==> src/rtl/mdu_ctrl.sv <==
`default_nettype none
// ============================================================================
// Module      : mdu_ctrl
// Description : Multiply/divide controller owning HI/LO, sequencing a
//               1-cycle multiplier and an iterative start/done divider.
// Revision    : 1.0 - initial release
// ============================================================================
module mdu_ctrl #(
    parameter int DIV_TIMEOUT = 63
) (
    input  logic        clk,
    input  logic        rst_n,
    input  logic        req_valid,
    output logic        req_ready,
    input  logic [2:0]  req_op,
    input  logic [31:0] req_src0,
    input  logic [31:0] req_src1,
    input  logic        flush,
    output logic [31:0] mul_src0,
    output logic [31:0] mul_src1,
    output logic        mul_signed,
    input  logic [63:0] mul_res,
    output logic        div_start,
    output logic        div_signed,
    output logic [31:0] div_src0,
    output logic [31:0] div_src1,
    output logic        div_cancel,
    input  logic        div_done,
    input  logic [31:0] div_quot,
    input  logic [31:0] div_rem,
    output logic [31:0] hi,
    output logic [31:0] lo,
    output logic        hilo_busy,
    output logic        timeout_err
);

    typedef enum logic [1:0] {
        S_IDLE     = 2'd0,
        S_MUL_WAIT = 2'd1,
        S_DIV_WAIT = 2'd2
    } state_t;

    localparam logic [2:0] c_OP_MULT  = 3'd0;
    localparam logic [2:0] c_OP_MULTU = 3'd1;
    localparam logic [2:0] c_OP_DIV   = 3'd2;
    localparam logic [2:0] c_OP_DIVU  = 3'd3;
    localparam logic [2:0] c_OP_MTHI  = 3'd4;
    localparam logic [2:0] c_OP_MTLO  = 3'd5;
    localparam logic [5:0] c_CNT_LAST = 6'(DIV_TIMEOUT - 1);

    state_t      r_state;
    state_t      w_state_next;
    logic [31:0] r_src0;
    logic [31:0] r_src1;
    logic [2:0]  r_op;
    logic [5:0]  r_cnt;
    logic [31:0] r_hi;
    logic [31:0] r_lo;
    logic        r_timeout;

    logic w_accept;
    logic w_is_mul;
    logic w_is_div;
    logic w_div_start;
    logic w_div_cancel;
    logic w_wr_mul;
    logic w_wr_div;
    logic w_timeout_set;

    assign w_accept = req_valid & (r_state == S_IDLE) & ~flush;
    assign w_is_mul = (req_op == c_OP_MULT) | (req_op == c_OP_MULTU);
    assign w_is_div = (req_op == c_OP_DIV) | (req_op == c_OP_DIVU);

    always_comb begin
        w_state_next  = r_state;
        w_div_start   = 1'b0;
        w_div_cancel  = 1'b0;
        w_wr_mul      = 1'b0;
        w_wr_div      = 1'b0;
        w_timeout_set = 1'b0;
        case (r_state)
            S_IDLE: begin
                if (w_accept && w_is_mul) begin
                    w_state_next = S_MUL_WAIT;
                end else if (w_accept && w_is_div && (req_src1 != 32'd0)) begin
                    w_div_start  = 1'b1;
                    w_state_next = S_DIV_WAIT;
                end
            end
            S_MUL_WAIT: begin
                w_wr_mul     = ~flush;
                w_state_next = S_IDLE;
            end
            S_DIV_WAIT: begin
                // Flush outranks a coincident done; done outranks the watchdog.
                if (flush) begin
                    w_div_cancel = 1'b1;
                    w_state_next = S_IDLE;
                end else if (div_done) begin
                    w_wr_div     = 1'b1;
                    w_state_next = S_IDLE;
                end else if (r_cnt == c_CNT_LAST) begin
                    w_div_cancel  = 1'b1;
                    w_timeout_set = 1'b1;
                    w_state_next  = S_IDLE;
                end
            end
            default: w_state_next = S_IDLE;
        endcase
    end

    always_ff @(posedge clk) begin
        if (!rst_n) begin
            r_state   <= S_IDLE;
            r_src0    <= 32'd0;
            r_src1    <= 32'd0;
            r_op      <= 3'd0;
            r_cnt     <= 6'd0;
            r_hi      <= 32'd0;
            r_lo      <= 32'd0;
            r_timeout <= 1'b0;
        end else begin
            r_state <= w_state_next;
            if (w_accept) begin
                r_src0 <= req_src0;
                r_src1 <= req_src1;
                r_op   <= req_op;
            end
            // Counter numbers DIV_WAIT cycles from zero and clears on exit.
            if ((r_state == S_DIV_WAIT) && (w_state_next == S_DIV_WAIT)) begin
                r_cnt <= r_cnt + 6'd1;
            end else begin
                r_cnt <= 6'd0;
            end
            if (w_accept && (req_op == c_OP_MTHI)) begin
                r_hi <= req_src0;
            end else if (w_wr_mul) begin
                r_hi <= mul_res[63:32];
            end else if (w_wr_div) begin
                r_hi <= div_rem;
            end
            if (w_accept && (req_op == c_OP_MTLO)) begin
                r_lo <= req_src0;
            end else if (w_wr_mul) begin
                r_lo <= mul_res[31:0];
            end else if (w_wr_div) begin
                r_lo <= div_quot;
            end
            if (w_timeout_set) begin
                r_timeout <= 1'b1;
            end
        end
    end

    assign req_ready   = (r_state == S_IDLE);
    assign mul_src0    = w_accept ? req_src0 : r_src0;
    assign mul_src1    = w_accept ? req_src1 : r_src1;
    assign mul_signed  = w_accept ? (req_op == c_OP_MULT) : (r_op == c_OP_MULT);
    assign div_signed  = w_accept ? (req_op == c_OP_DIV) : (r_op == c_OP_DIV);
    assign div_src0    = r_src0;
    assign div_src1    = r_src1;
    assign div_start   = w_div_start;
    assign div_cancel  = w_div_cancel;
    assign hi          = r_hi;
    assign lo          = r_lo;
    // Ops 0-3 all have bit 2 clear: any pending mul/div blocks MFHI/MFLO.
    assign hilo_busy   = (r_state != S_IDLE) | (req_valid & ~req_op[2]);
    assign timeout_err = r_timeout;

endmodule
`default_nettype wire
==> config.mk <==
export PLATFORM = sky130hd
export DESIGN_NAME = mdu_ctrl
export DESIGN_NICKNAME = d
export VERILOG_FILES = /design/src/rtl/mdu_ctrl.sv
export SDC_FILE = /design/constraint.sdc
export NUM_CORES = 1
export LEC_CHECK = 0
export CORE_AREA = 2 2 156 158
export DETAILED_ROUTE_END_ITERATION = 8
export DIE_AREA = 0 0 158 160
export MAX_ROUTING_LAYER = met4
export PLACE_DENSITY = 0.6
export REMOVE_ABC_BUFFERS = 1
export SLEW_MARGIN = 30
export SYNTH_ARGS = -nofsm -noshare
export SYNTH_HDL_FRONTEND = slang
export SYNTH_SLANG_ARGS = --single-unit
==> constraint.sdc <==
create_clock -name clk -period 3.7 [get_ports clk]
set_input_delay 0.74 -clock clk [delete_from_list [all_inputs] [get_ports clk]]
set_output_delay 0.74 -clock clk [all_outputs]
set_load 0.05 [all_outputs]
==> reports/summary.txt, run 1 <==
Status -> finished, final reports clean
Final Worst Setup Slack -> 0.482 ns
Hold buffer count at CTS -> 0
Cells in synth_stat.txt -> 785
CTS Buf Count -> 17
DP Area -> 10800 sq um
DR pass1 iterations -> 4
DR WL met3 -> 2.59 mm
Worst setup path category -> in2out
Dominant logic cell types in the final layout -> clkdlybuf4s50_1, nand2_1, dfxtp_1, a21oi_1
RSZ-0062 raised after global routing -> no
Syn Inst Count -> 785
Post-layout nets -> 1363
Post-CTS setup buffer count -> 0
P_seq -> 0.00159 W
Overall die width -> 158 um
CP endpoint -> mul_src0[29]
Tightest Pin Transition -> 0.721 ns
I/O pin count -> 399
Remaining antenna violation count -> 0
WL final -> 26.5 mm
Internal power -> 0.00318 W
P_sw -> 0.00136 W
Maxcap violations -> 0
First-pass GRT wire length -> 39.2 mm
DR WL met2 -> 12.8 mm
R2R depth -> 5
Clock transition at path regs -> 0.05 ns
Top sig layer -> met4
Met2 usage -> 35.4%
HP Class -> reg2reg
Startpoint Class -> input pin
GRT Total Usage -> 21.1%
Largest Pwr Group -> clock
Critical Path Fanout Max -> 41
Worst Path Arrival -> 2.48 ns
Clk latency late pin -> 0.42 ns
Cells after DPL -> 1466
CP top delay family -> buffers and inverters
Clock Power -> 0.00184 W
Placer Congestion -> 0.814
[run 1: Yosys cell counts (all sizes together)]
library cell,count
buf,31
and2,64
and4b,1
xnor2,1
a221o,64
nor4b,1
nor4bb,1
nor3b,3
nand2b,1
inv,3
xor2,3
nand3,6
clkbuf,26
dfxtp,140
and4,1
o21ai,3
ha,2
o22ai,1
o41ai,1
or4b,1
nand3b,2
and3,1
nand2,329
o21ba,1
a311oi,1
a21oi,65
a31oi,1
nand4,2
a21boi,3
or3b,1
o21a,2
nor2b,1
nor2,13
nor4,8
o211ai,1
[run 1: cell type report]
type	instances	area [sq um]
Clock buffer	19	433
Clock inverter	12	186
Fill cell	2339	12400
Inverter	3	11.3
Multi-Input combinational cell	585	3100
Sequential cell	140	2800
Tap cell	324	405
Timing Repair Buffer	414	4490
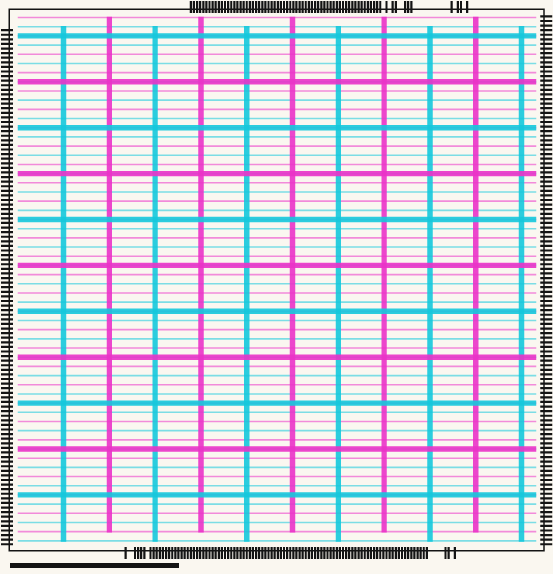
Figure 1: run 1, floorplan with the power grid.
Scale bar: 50 um. Pins as bars on the die edge.
[magenta] VDD
[cyan] VSS
met5 straps: 11
signal pins: 399
met1 rails: 58
met4 straps: 11
rows: 57

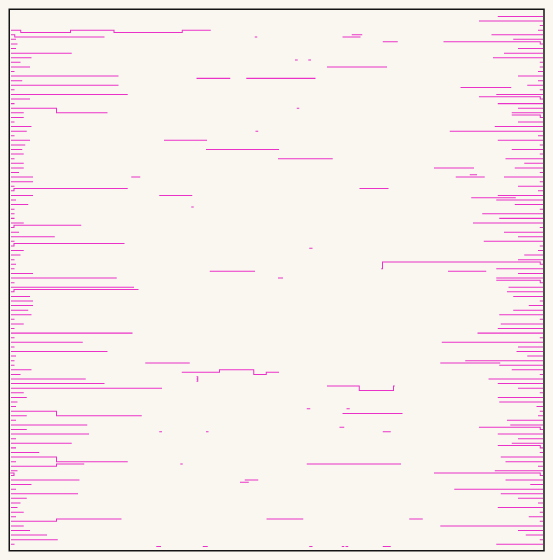
Figure 2: run 1, met3 routing.
share of all routed wire: 9.8%
main direction: horizontal
wire length on this layer: 2590 um
nets with wire on the layer: 252
longest straight run: 46.7 um

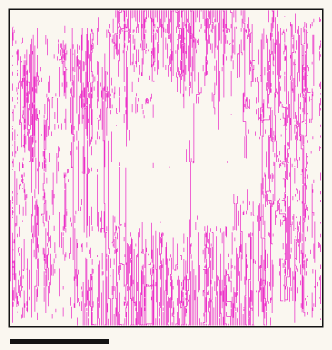
Figure 3: run 1, the metal 2 layer.
Scale bar: 50 um.
nets with wire on the layer: 1122
share of all routed wire: 48%

## Run 2: what changed since run 1
--- a/config.mk
+++ b/config.mk
@@ -5,11 +5,12 @@
 export SDC_FILE = /design/constraint.sdc
 export NUM_CORES = 1
 export LEC_CHECK = 0
-export CORE_AREA = 2 2 156 158
+export ABC_AREA = 1
+export CORE_AREA = 2 2 155 157
 export DETAILED_ROUTE_END_ITERATION = 8
-export DIE_AREA = 0 0 158 160
+export DIE_AREA = 0 0 157 159
 export MAX_ROUTING_LAYER = met4
-export PLACE_DENSITY = 0.6
+export PLACE_DENSITY = 0.66
 export REMOVE_ABC_BUFFERS = 1
 export SLEW_MARGIN = 30
 export SYNTH_ARGS = -nofsm -noshare
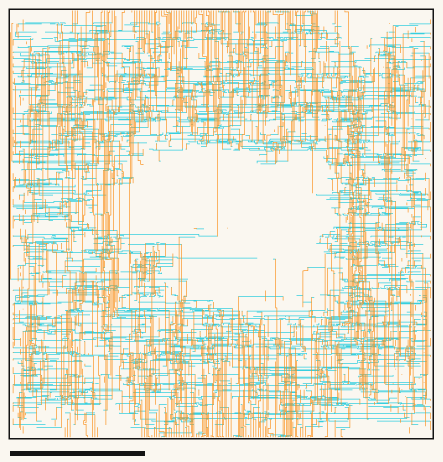
Figure 4: run 2, wiring by layer.
Scale bar: 50 um. Only two layers are drawn.
[cyan] M1 | wire length: 12200 um
[orange] M2 | wire length: 14700 um

==> reports/summary.txt, run 2 <==
Status -> finished, final reports clean
Placer Congestion -> 0.842 (+3.4%)
Final Worst Setup Slack -> 0.360 ns (-0.121 ns)
R2R depth -> 9 (+4)
Reg2Reg Setup Slack -> 1.51 ns
Top-count cell post-synth -> nand2_1
Top sig layer -> met4
First-pass GRT wire length -> 46.1 mm (+18%)
Drt drc -> 0
CTS tree -> yes
M1 WL -> 12.2 mm
Synth top cells by count -> nand2_1, nand3_1, dfxtp_1
Post-layout nets -> 1712 (+26%)
Worst setup path category -> in2out
RSZ-0062 raised after global routing -> no
DR WL met2 -> 14.7 mm (+15%)
WL final -> 30.2 mm (+14%)
DR WL met3 -> 2.45 mm (-5.5%)
Tightest Pin Transition -> 0.853 ns (+0.132 ns)
Hold buffer count at CTS -> 0 (unchanged)
Clock transition at path regs -> 0.06 ns (about the same)
Maxcap violations -> 0 (unchanged)
GRT Total Usage -> 24.5% (+3.4 points)
Async S/R FF share, synth -> 0% (unchanged)
I/O pin count -> 399 (unchanged)
DP Area -> 12200 sq um (+13%)
EDFF count, synth -> 0 (unchanged)
CP endpoint -> div_signed
Dominant register cell -> dfxtp_1
Cells after DPL -> 1810 (+23%)
Startpoint Class -> input pin
HP Class -> reg2reg
Pleak -> 6.19 nW
Met2 usage -> 41.5% (+6.1 points)
Worst Path Arrival -> 2.60 ns (+0.12 ns)
Clk latency late pin -> 0.42 ns (about the same)
Overall die width -> 157 um (-0.63%)
Critical Path Fanout Max -> 47 (+15%)
DR pass1 iterations -> 5 (+1)
Remaining antenna violation count -> 0 (unchanged)
Cells in synth_stat.txt -> 1149 (+46%)
[run 2: worst max-delay path, stage by stage]
cell	delay, ns
clkdlybuf4s50_1	0.54
inv_1	0.13
nand3_2	0.14
buf_4	0.43
nand2_1	0.14
o22ai_1	0.30
buf_12	0.18
[run 2: power breakdown]
group	internal [W]	switching [W]	total [W]
registers	0.00157	0.0000336	0.00161
clock network	0.00100	0.000719	0.00172
logic	0.000693	0.000893	0.00159
[run 2: cell type report]
cell class / instances / area, sq um
diodes: 1 / 2.50
clock buffers: 20 / 437
clock inverters: 12 / 139
fillers: 2214 / 10400
inverters: 139 / 524
multi-input cells: 793 / 3650
flip-flops and latches: 140 / 2800
well taps: 319 / 399
repair buffers: 419 / 4830
## Run 3: what changed since run 2
--- a/config.mk
+++ b/config.mk
@@ -6,11 +6,12 @@
 export NUM_CORES = 1
 export LEC_CHECK = 0
 export ABC_AREA = 1
-export CORE_AREA = 2 2 155 157
+export CORE_AREA = 2 2 153 155
+export CTS_BUF_LIST = sky130_fd_sc_hd__clkbuf_8
 export DETAILED_ROUTE_END_ITERATION = 8
-export DIE_AREA = 0 0 157 159
+export DIE_AREA = 0 0 155 157
 export MAX_ROUTING_LAYER = met4
-export PLACE_DENSITY = 0.66
+export PLACE_DENSITY = 0.68
 export REMOVE_ABC_BUFFERS = 1
 export SLEW_MARGIN = 30
 export SYNTH_ARGS = -nofsm -noshare
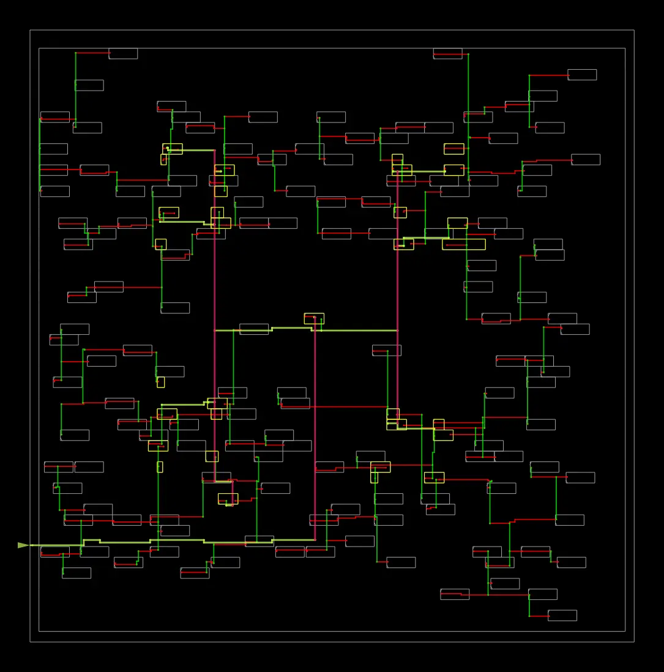
Figure 5: run 3, the clock network.
clk latency late pin: 0.45 ns
Seq Cell Count: 140
CTS sink count: 140

==> reports/summary.txt, run 3 <==
HP Class -> reg2reg
Dominant register cell -> dfxtp_1
CTS tree -> yes
Drt drc -> 0 (unchanged)
Top-count cell post-synth -> nand2_1
Cell Chain, Critical Path -> clkdlybuf4s50_1 > inv_1 > nand3_2 > buf_4 > nand2_1 > o22ai_1 > buf_12
Max stage delay on crit path -> 0.54 ns (about the same)
RSZ-0062 raised after global routing -> no
Tightest Pin Transition -> 0.933 ns (+0.0804 ns)
GRT Total Usage -> 25.0% (+0.57 points)
Critical Path Fanout Max -> 47 (unchanged)
Flop pwr share -> 36.5% (+3.8 points)
I/O pin count -> 399 (unchanged)
DR WL met3 -> 2.67 mm (+9.3%)
Worst Path Arrival -> 2.58 ns (-0.02 ns)
Clock power share -> 27.4% (-7.6 points)
Top sig layer -> met4
Post-layout nets -> 1707 (-0.29%)
Crit path max-delay cell type -> clkdlybuf4s50_1
Clock transition at path regs -> 0.09 ns (+0.03 ns)
Status -> finished, final reports clean
First-pass GRT wire length -> 46.0 mm (-0.22%)
Async S/R FF share, synth -> 0% (unchanged)
Startpoint Class -> input pin
P_sw -> 0.00159 W (-3.5%)
Cells in synth_stat.txt -> 1149 (unchanged)
Internal power -> 0.00281 W (-14%)
Met2 usage -> 44.2% (+2.7 points)
-- run 3: final timing paths --
| check | start | cells after the start | to | slack (ns) |
|---|---|---|---|---|
| setup / recovery | flush | 7 | div_signed | 0.38 |
| hold / removal | timeout_err$_SDFFE_PN0P_ | 1 | timeout_err$_SDFFE_PN0P_ | 0.48 |
| setup reg to reg | r_state[1]$_SDFF_PN0_ | 9 | lo[13]$_SDFFE_PN0P_ | 1.51 |
| hold reg to reg | timeout_err$_SDFFE_PN0P_ | 1 | timeout_err$_SDFFE_PN0P_ | 0.48 |
-- run 3: layout make-up --
class	count	area, sq um	share of cell area [%]
diodes	1	2.50	0.0200
clock buffers	18	248	1.98
clock inverters	14	121	0.970
inverters	139	524	4.19
multi-input cells	793	3660	29.2
flip-flops and latches	140	2800	22.4
well taps	285	357	2.85
repair buffers	414	4790	38.3
No activity file was given, so power comes from the tool's default toggle rates.
